--- src/rtl/csa_accum_if.sv ---
// Operand stream in, resolved group total out; both sides valid/ready.
// slave is the accumulator's view, master is the surrounding logic's view.
interface csa_accum_if #(
  parameter int WIDTH = 4,
  parameter int ACC_W = 8
) ();
  logic             in_valid;
  logic             in_ready;
  logic [WIDTH-1:0] in_data;
  logic             in_last;
  logic             out_valid;
  logic             out_ready;
  logic [ACC_W-1:0] out_sum;
  logic [7:0]       out_count;
  logic             out_ovf;

  modport slave (
    input  in_valid, in_data, in_last, out_ready,
    output in_ready, out_valid, out_sum, out_count, out_ovf
  );

  modport master (
    output in_valid, in_data, in_last, out_ready,
    input  in_ready, out_valid, out_sum, out_count, out_ovf
  );
endinterface

--- src/rtl/csa_accum.sv ---
// Carry-save group accumulator: one operand/cycle into redundant S/C, one resolve cycle on last.
// Result valid one edge after the last operand; input stalls (in_ready=0) until the result is taken.
module csa_accum #(
  parameter int WIDTH = 4,
  parameter int ACC_W = 8
) (
  input  logic       clk,
  input  logic       rst,
  csa_accum_if.slave bus
);

  typedef enum logic [1:0] {
    ACCUM   = 2'd0,
    RESOLVE = 2'd1,
    OUTPUT  = 2'd2
  } state_t;

  state_t           state_q, state_d;
  logic [ACC_W-1:0] s_q, s_d;
  logic [ACC_W-1:0] c_q, c_d;
  logic [7:0]       cnt_q, cnt_d;
  logic             ovf_st_q, ovf_st_d;
  logic             out_valid_q, out_valid_d;
  logic [ACC_W-1:0] out_sum_q, out_sum_d;
  logic [7:0]       out_count_q, out_count_d;
  logic             out_ovf_q, out_ovf_d;

  logic [ACC_W-1:0] x;
  logic [ACC_W-1:0] maj;
  logic [ACC_W:0]   resolved;
  logic             in_hs;

  assign x        = {{(ACC_W-WIDTH){1'b0}}, bus.in_data};
  assign maj      = (s_q & c_q) | (s_q & x) | (c_q & x);
  assign resolved = {1'b0, s_q} + {1'b0, c_q};
  assign in_hs    = bus.in_valid && (state_q == ACCUM);

  always_comb begin
    state_d     = state_q;
    s_d         = s_q;
    c_d         = c_q;
    cnt_d       = cnt_q;
    ovf_st_d    = ovf_st_q;
    out_valid_d = out_valid_q;
    out_sum_d   = out_sum_q;
    out_count_d = out_count_q;
    out_ovf_d   = out_ovf_q;

    case (state_q)
      ACCUM: begin
        if (in_hs) begin
          s_d      = s_q ^ c_q ^ x;
          // The MSB majority bit would shift out of C; all terms are unsigned, so it is real overflow.
          c_d      = {maj[ACC_W-2:0], 1'b0};
          ovf_st_d = ovf_st_q | maj[ACC_W-1];
          cnt_d    = (cnt_q == 8'hFF) ? cnt_q : cnt_q + 8'd1;
          if (bus.in_last) begin
            state_d = RESOLVE;
          end
        end
      end
      RESOLVE: begin
        out_sum_d   = resolved[ACC_W-1:0];
        out_ovf_d   = ovf_st_q | resolved[ACC_W];
        out_count_d = cnt_q;
        out_valid_d = 1'b1;
        state_d     = OUTPUT;
      end
      OUTPUT: begin
        if (bus.out_ready) begin
          out_valid_d = 1'b0;
          s_d         = '0;
          c_d         = '0;
          cnt_d       = '0;
          ovf_st_d    = 1'b0;
          state_d     = ACCUM;
        end
      end
      default: begin
        state_d = ACCUM;
      end
    endcase
  end

  always_ff @(posedge clk or posedge rst) begin
    if (rst) begin
      state_q     <= ACCUM;
      s_q         <= '0;
      c_q         <= '0;
      cnt_q       <= '0;
      ovf_st_q    <= 1'b0;
      out_valid_q <= 1'b0;
      out_sum_q   <= '0;
      out_count_q <= '0;
      out_ovf_q   <= 1'b0;
    end else begin
      state_q     <= state_d;
      s_q         <= s_d;
      c_q         <= c_d;
      cnt_q       <= cnt_d;
      ovf_st_q    <= ovf_st_d;
      out_valid_q <= out_valid_d;
      out_sum_q   <= out_sum_d;
      out_count_q <= out_count_d;
      out_ovf_q   <= out_ovf_d;
    end
  end

  assign bus.in_ready  = (state_q == ACCUM);
  assign bus.out_valid = out_valid_q;
  assign bus.out_sum   = out_sum_q;
  assign bus.out_count = out_count_q;
  assign bus.out_ovf   = out_ovf_q;

endmodule

--- src/flat_wrapper.sv ---
// flat-port wrapper written by rule: the top's interface ports become plain ports
module csa_accum_flat 
#(
  parameter int WIDTH = 4,
  parameter int ACC_W = 8
)
  (clk, rst, bus_in_valid, bus_in_data, bus_in_last, bus_out_ready, bus_in_ready, bus_out_valid, bus_out_sum, bus_out_count, bus_out_ovf);
  csa_accum_if #(.WIDTH(WIDTH), .ACC_W(ACC_W)) bus_i ();
  input  logic clk;
  input  logic rst;
  input wire logic [$bits(bus_i.in_valid)-1:0] bus_in_valid;
  input wire logic [$bits(bus_i.in_data)-1:0] bus_in_data;
  input wire logic [$bits(bus_i.in_last)-1:0] bus_in_last;
  input wire logic [$bits(bus_i.out_ready)-1:0] bus_out_ready;
  output wire logic [$bits(bus_i.in_ready)-1:0] bus_in_ready;
  output wire logic [$bits(bus_i.out_valid)-1:0] bus_out_valid;
  output wire logic [$bits(bus_i.out_sum)-1:0] bus_out_sum;
  output wire logic [$bits(bus_i.out_count)-1:0] bus_out_count;
  output wire logic [$bits(bus_i.out_ovf)-1:0] bus_out_ovf;
  assign bus_i.in_valid = bus_in_valid;
  assign bus_i.in_data = bus_in_data;
  assign bus_i.in_last = bus_in_last;
  assign bus_i.out_ready = bus_out_ready;
  assign bus_in_ready = bus_i.in_ready;
  assign bus_out_valid = bus_i.out_valid;
  assign bus_out_sum = bus_i.out_sum;
  assign bus_out_count = bus_i.out_count;
  assign bus_out_ovf = bus_i.out_ovf;
  csa_accum #(.WIDTH(WIDTH), .ACC_W(ACC_W)) u_core (.clk(clk), .rst(rst), .bus(bus_i));
endmodule
--- config.mk ---
export PLATFORM = sky130hd
export DESIGN_NAME = csa_accum_flat
export DESIGN_NICKNAME = d
export VERILOG_FILES = /design/src/rtl/csa_accum_if.sv /design/src/rtl/csa_accum.sv /design/src/flat_wrapper.sv
export SDC_FILE = /design/constraint.sdc
export NUM_CORES = 1
export LEC_CHECK = 0
export ABC_CLOCK_PERIOD_IN_PS = 2750
export CAP_MARGIN = 20
export CORE_MARGIN = 1
export CORE_UTILIZATION = 58
export DETAILED_ROUTE_END_ITERATION = 12
export GPL_ROUTABILITY_DRIVEN = 0
export PLACE_DENSITY = 0.86
export SYNTH_ARGS = -nofsm -noshare
export SYNTH_HDL_FRONTEND = slang
export SYNTH_SLANG_ARGS = --single-unit
--- constraint.sdc ---
create_clock -name clk -period 2.75 [get_ports clk]
set_input_delay 0.275 -clock clk [delete_from_list [all_inputs] [get_ports clk]]
set_output_delay 0.275 -clock clk [all_outputs]
set_load 0.02 [all_outputs]
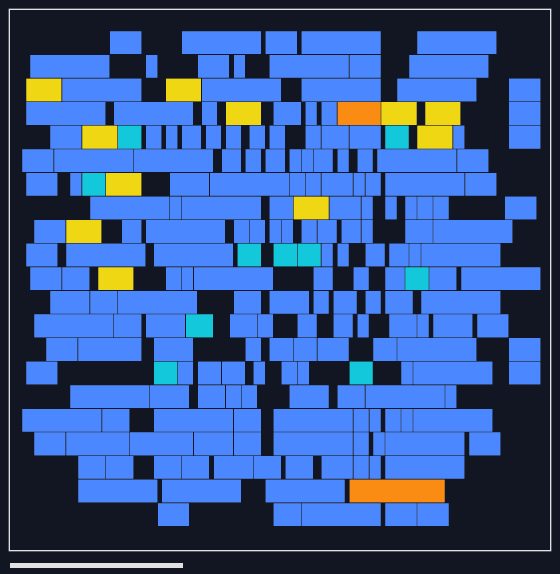
run_1/sizes.png
Scale bar: 20 um.
Key: cyan = _3 and _4 cells [cells 10, share 4.6%]; yellow = _2 cells [cells 11, share 5.1%]; orange = _6 and larger [cells 2, share 0.92%]; blue = _0 and _1 cells [cells 194, share 89%]
setup ws final: 0.805 ns
Area Overhead vs Synth: 19.2%
Signal buffers: 31
Design Area, Final: 2510 um^2

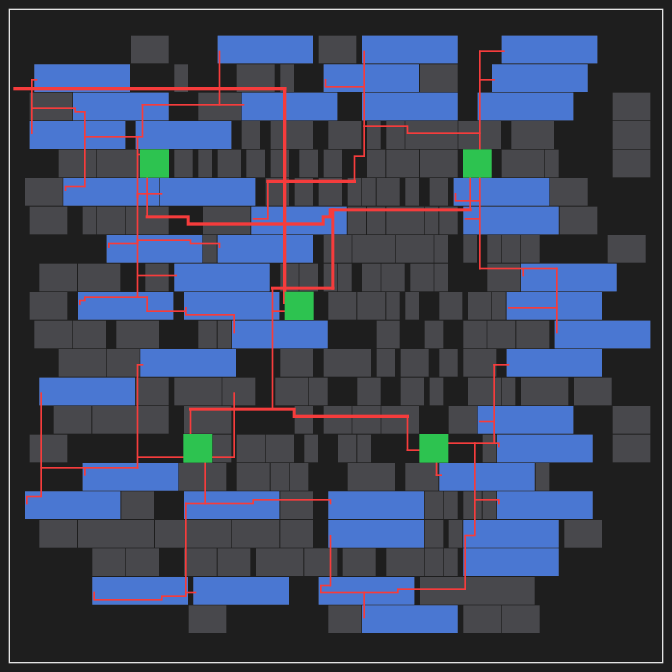
run_1/clk_routes.png
Key: red = clock wires [length 481 um]; blue = flip-flops [count 44]; green = clock drivers [count 5]
Position of the flops: spread over the die. There are 6 routed clock nets.
Clock group: 0.430 mW
clock skew: 0.0159 ns
power share of the clock group: 18.5%

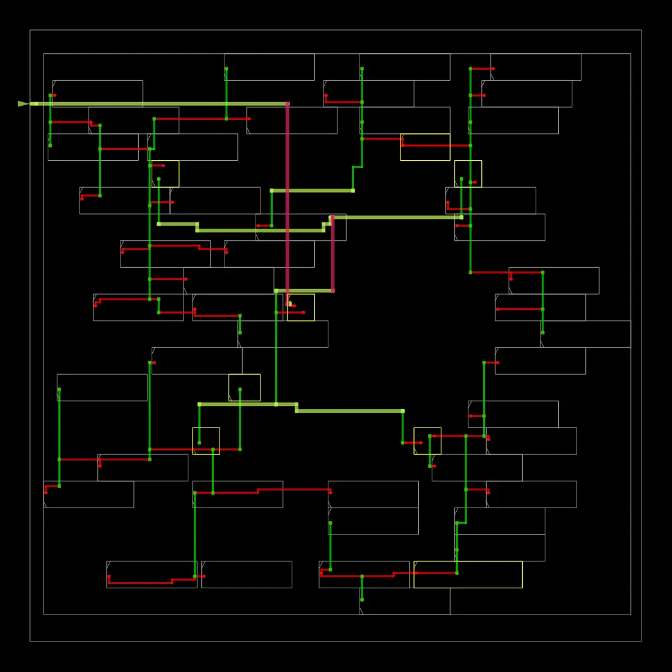
run_1/clocks.png
FF+latch count: 44
CLK BUF: 6
Clock Sink Count: 44
worst skew pair latency: 0.36 ns

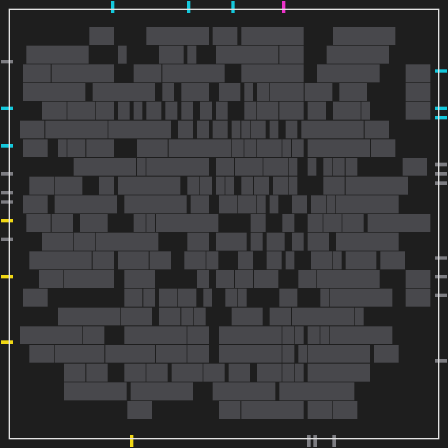
run_1/io_placement.png
Pins as bars across the die edge, other pins in grey.
Key: yellow = `bus_in_data` [pins 4, direction input, edge 3 left, 1 bottom]; magenta = `bus_out_ready` [pins 1, direction input, edge top]; cyan = `bus_out_count` [pins 8, direction output, edge 3 top, 3 right, 2 left]
All pins by edge: 10 left, 10 right, 4 bottom, 4 top.
chip height: 62.3 um
IO Port Bufs: 27
Die X: 62.3 um

==> Slide: Implementation Results, run 1 <==
Run Summary

Timing
  – Cycle use final: a little over two thirds
  – Worst hold slack: around 0.32 ns
  – Slew margin rel.: roughly 64%
  – Post-layout min period: 1.95 ns
  – Least-Margin Pin Slew: about 0.54 ns
  – # setup viols final: 0
  – RSZ-0062 raised after global routing: no

Cells and area
  – Antenna Cells: 0
  – Final #Nets: 238
  – Layout cell share with drive strength beyond 1: between 10% and 20%
  – Finished Core Util: between 70% and 80%

Global route
  – Vias in the first global route: between 1,500 and 2,000
  – Initial antenna violation count: 0
  – Aggregate global-route resource usage: 23.4%
  – Gr ovfl total: 0
  – Met3 Usage GRT: under 10%

Route
  – DRT Pass-1 Iters: 4
  – Initial DRC count: ~76
  – Final ANT Viol Nets: 0
  – Met2 WL: about 1800 um
  – Routed WL: 3950 um
  – Met1 wire length: around 1800 um
  – DRC viols: 0
  – Top Metal Used: met4

Synth
  – Ys cells: ~190
  – Post-synthesis cell area: between 2000 and 2500 um^2
  – Yosys chip area: around 2100 um^2
  – Adder share: roughly 8.8%
  – Register share after synthesis: around 52%
  – MUX share of area: 6.77%
  – Gate Count Post-Synth: 186
  – Flops out of synthesis: around 44
  – Post-Synth AOI/OAI Area: about 18%
  – Post-synth EDFFs: 0
  – Distinct cells, synth: 38
  – Xor/xnor share: 1.66%

Setup path
  – Flop-to-flop setup slack: about 0.95 ns
  – R2r endpoint: u_core.bus.out_count[2]
  – Startpoint Class: flop
  – End of the critical path: bus_in_ready
  – Reg2reg start: u_core.state_q[1]
  – WS Path Type: reg2out
  – CP max stage cell: clkdlybuf4s50_1
  – Worst Reg-to-Reg Cells: 3
  – Cell Chain, Critical Path: nor2_1 > clkdlybuf4s50_1
  – Data required time of the worst path: between 2 and 2.5 ns
  – Critical path depth: 2
  – Worst-path fanout max: 14

Power
  – Comb pwr share: between 30% and 40%
  – Pwr top: sequential cells
  – Total sequential power: just over 1 mW
  – Leakage: ~1.2 nW
  – Sequential share of power: 43.7%
  – Internal Power: 1.50 mW
  – Power Dens Cells: just over 900 nW/um^2
  – NetSw: between 0.8 and 0.9 mW
  – Combinational power: 0.880 mW
  – Max VDD drop: 0.616 mV

CTS
  – Clk slew on worst S/H paths: ~0.13 ns
  – CTS Hold Bufs: 0
  – CTS max path bufs: 2
  – H-tree levels: 2
  – Post-CTS Setup Bufs: 0
  – Clk root buf: clkbuf_4
  – CTS tree: done

Floorplanning
  – Starting Density: between 60% and 70%
  – Core ar.: 3420 um^2
  – Chip area: just under 4000 um^2
  – Rows: 21

Placement
  – Detail Placement HPWL: between 2000 and 3000 um
  – Setup WS pre-CTS: roughly 0.96 ns
  – Placed cell areas: around 2400 um^2

Job
  – # Max-Cap Violations: 0

Run status
  – Status: finished clean
[run 1: state kept, by name, indices dropped and copies added (netlist names)]
| name | count |
|---|---|
| u_core.s_q | 8 |
| u_core.bus.out_sum | 8 |
| u_core.cnt_q | 8 |
| u_core.state_q | 2 |
| u_core.c_q | 7 |
| u_core.bus.out_ovf | 1 |
| u_core.ovf_st_q | 1 |
| u_core.bus.out_valid | 1 |
| u_core.bus.out_count | 8 |
[run 1: cell type report]
| type | instances | area, um^2 |
|---|---|---|
| clock buffer | 6 | 51.3 |
| clock inverter | 2 | 38.8 |
| fill | 244 | 906 |
| inverter | 5 | 18.8 |
| multi-input combinational | 129 | 942 |
| sequential | 44 | 1100 |
| tap | 46 | 57.6 |
| timing repair buffer | 31 | 300 |
run_1/placement_by_type.png
Scale bar: 20 um.
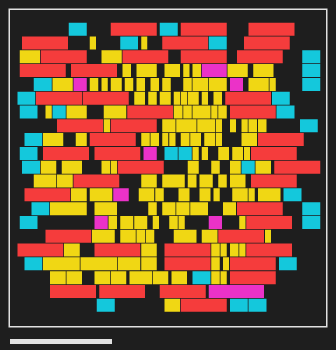

## Run 2: what changed since run 1
Settings changed: ABC_CLOCK_PERIOD_IN_PS 2750 to 1600, CORE_UTILIZATION 58 to 49, PLACE_DENSITY 0.86 to 0.78.
Clock period 2.75 ns to 1.6 ns, I/O delays scaled along.
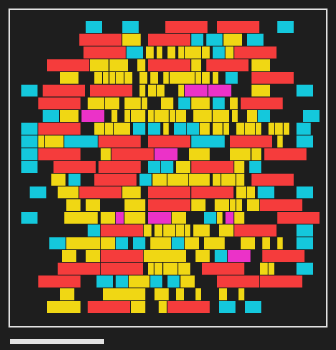
run_2/placement_by_type.png
Scale bar: 20 um.
Key: cyan = other buffers and delay cells [cells 53]; magenta = clock drivers and dummy loads [cells 8]; yellow = combinational and other logic [cells 135]; red = flops [cells 44]

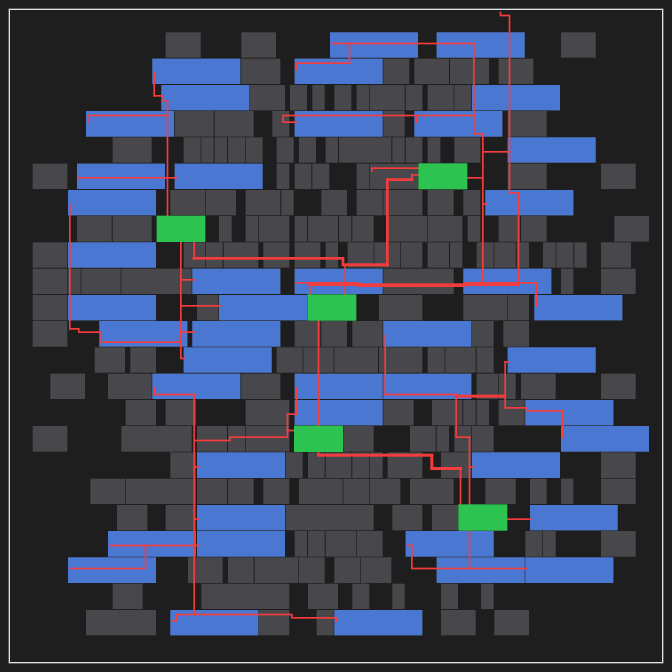
run_2/clk_routes.png
Key: blue = flip-flops [count 44]; red = clock wires [length 502 um]; green = clock drivers [count 5]
There are 6 routed clock nets. Position of the flops: spread over the die.

==> run 2 against run 1 <==
  * Utilization decreased by 5.1 points
  * Register-to-register slack got worse by 0.91 ns
  * Wire length increased by 4.8%
  * Cell area increased by 11%
  * Worst setup slack got worse by 0.76 ns
  * Synthesized cell count unchanged
  * Critical path depth increased by 3
  * Critical endpoint is now u_core.cnt_q[4]
  * Largest power group is now combinational cells
==> Slide: Implementation Results, run 2 <==
Run Summary

Floorplanning
  – Chip height: 67.6 um (+8.5%)
  – Rows: 23 (+9.5%)
  – Die X: 67.6 um (+8.5%)
  – Core ar.: 4060 um^2 (+19%)

Route
  – Initial DRC count: 135 (+78%)
  – Final ANT Viol Nets: 0 (unchanged)
  – Met1 wire length: 2130 um (+16%)
  – DRC viols: 0 (unchanged)
  – Met2 WL: 1810 um (-0.71%)

Setup path
  – Worst-path fanout max: 5 (-9)
  – Startpoint Class: flop
  – End of the critical path: u_core.cnt_q[4]
  – CP max stage cell: a311o_2
  – Critical path depth: 5 (+3)
  – R2r endpoint: u_core.cnt_q[4]
  – Data required time of the worst path: 1.78 ns (-0.70 ns)
  – Worst Reg-to-Reg Cells: 5 (+2)
  – Reg2reg start: u_core.cnt_q[1]
  – Cell Chain, Critical Path: ha_2 > and3_4 > a311o_2 > o21ai_1 > o21ai_0

Synth
  – Distinct cells, synth: 38 (unchanged)
  – Register share after synthesis: 52.3% (unchanged)
  – Gate Count Post-Synth: 186 (unchanged)
  – Post-Synth AOI/OAI Area: 17.6% (unchanged)
  – MUX share of area: 6.77% (unchanged)
  – Post-synth EDFFs: 0 (unchanged)
  – Adder share: 8.79% (unchanged)
  – Flops out of synthesis: 44 (unchanged)

Run status
  – Status: finished clean

Placement
  – Detail Placement HPWL: 2790 um (-1.6%)
  – Placed cell areas: 2610 um^2 (+8.0%)
  – IO Port Bufs: 27 (unchanged)
  – Setup WS pre-CTS: -0.00113 ns (-0.961 ns)

Global route
  – Vias in the first global route: 1,447 (-6.8%)
  – Initial antenna violation count: 0 (unchanged)
  – Aggregate global-route resource usage: 19.7% (-3.6 points)
  – Gr ovfl total: 0 (unchanged)

Job
  – # Max-Cap Violations: 0 (unchanged)

Timing
  – Worst hold slack: 0.224 ns (-0.0951 ns)
  – Slew margin rel.: 81.2% (+17 points)
  – # setup viols final: 0 (unchanged)
  – Setup ws final: 0.0442 ns (-0.760 ns)
  – Cycle use final: slightly below 100%
  – Post-layout min period: between 1.5 and 2 ns

CTS
  – CTS max path bufs: 2 (unchanged)
  – H-tree levels: 2 (unchanged)
  – Clk slew on worst S/H paths: 0.09 ns (-0.04 ns)
  – Clock Sink Count: 44 (unchanged)

Power
  – Combinational power: 1.94 mW (+120%)
  – Leakage: 1.29 nW (+10%)
  – Power Dens Cells: 1570 nW/um^2 (+69%)
  – Max VDD drop: 0.773 mV (+26%)
  – Comb pwr share: 44.6% (+6.8 points)
  – Sequential share of power: 39.0% (-4.7 points)
  – Clock group: 0.711 mW (+65%)
  – Power share of the clock group: 16.4% (-2.1 points)
  – Pwr top: combinational cells
  – Internal Power: 2.84 mW (+89%)

Cells and area
  – Layout cell share with drive strength beyond 1: 22.9% (+12 points)
  – Final #Nets: 261 (+9.7%)
-- run 2: layout make-up --
| cell class | instances | area, um^2 | area share [%] |
|---|---|---|---|
| Sequential cell | 44 | 1100 | 39.7 |
| Multi-Input combinational cell | 130 | 1010 | 36.5 |
| Timing Repair Buffer | 53 | 489 | 17.6 |
| Clock buffer | 6 | 82.6 | 2.97 |
| Tap cell | 50 | 62.6 | 2.25 |
| Inverter | 5 | 18.8 | 0.676 |
| Clock inverter | 2 | 10.0 | 0.361 |
-- run 2: what timing repair did --
action / CTS / global route
setup endpoints to repair: 5 / 7
gates resized: 4 / 11
buffers inserted: 0 / 1
gates cloned: 0 / 1
pin swaps: 1 / 3
No activity file was given, so power comes from the tool's default toggle rates.
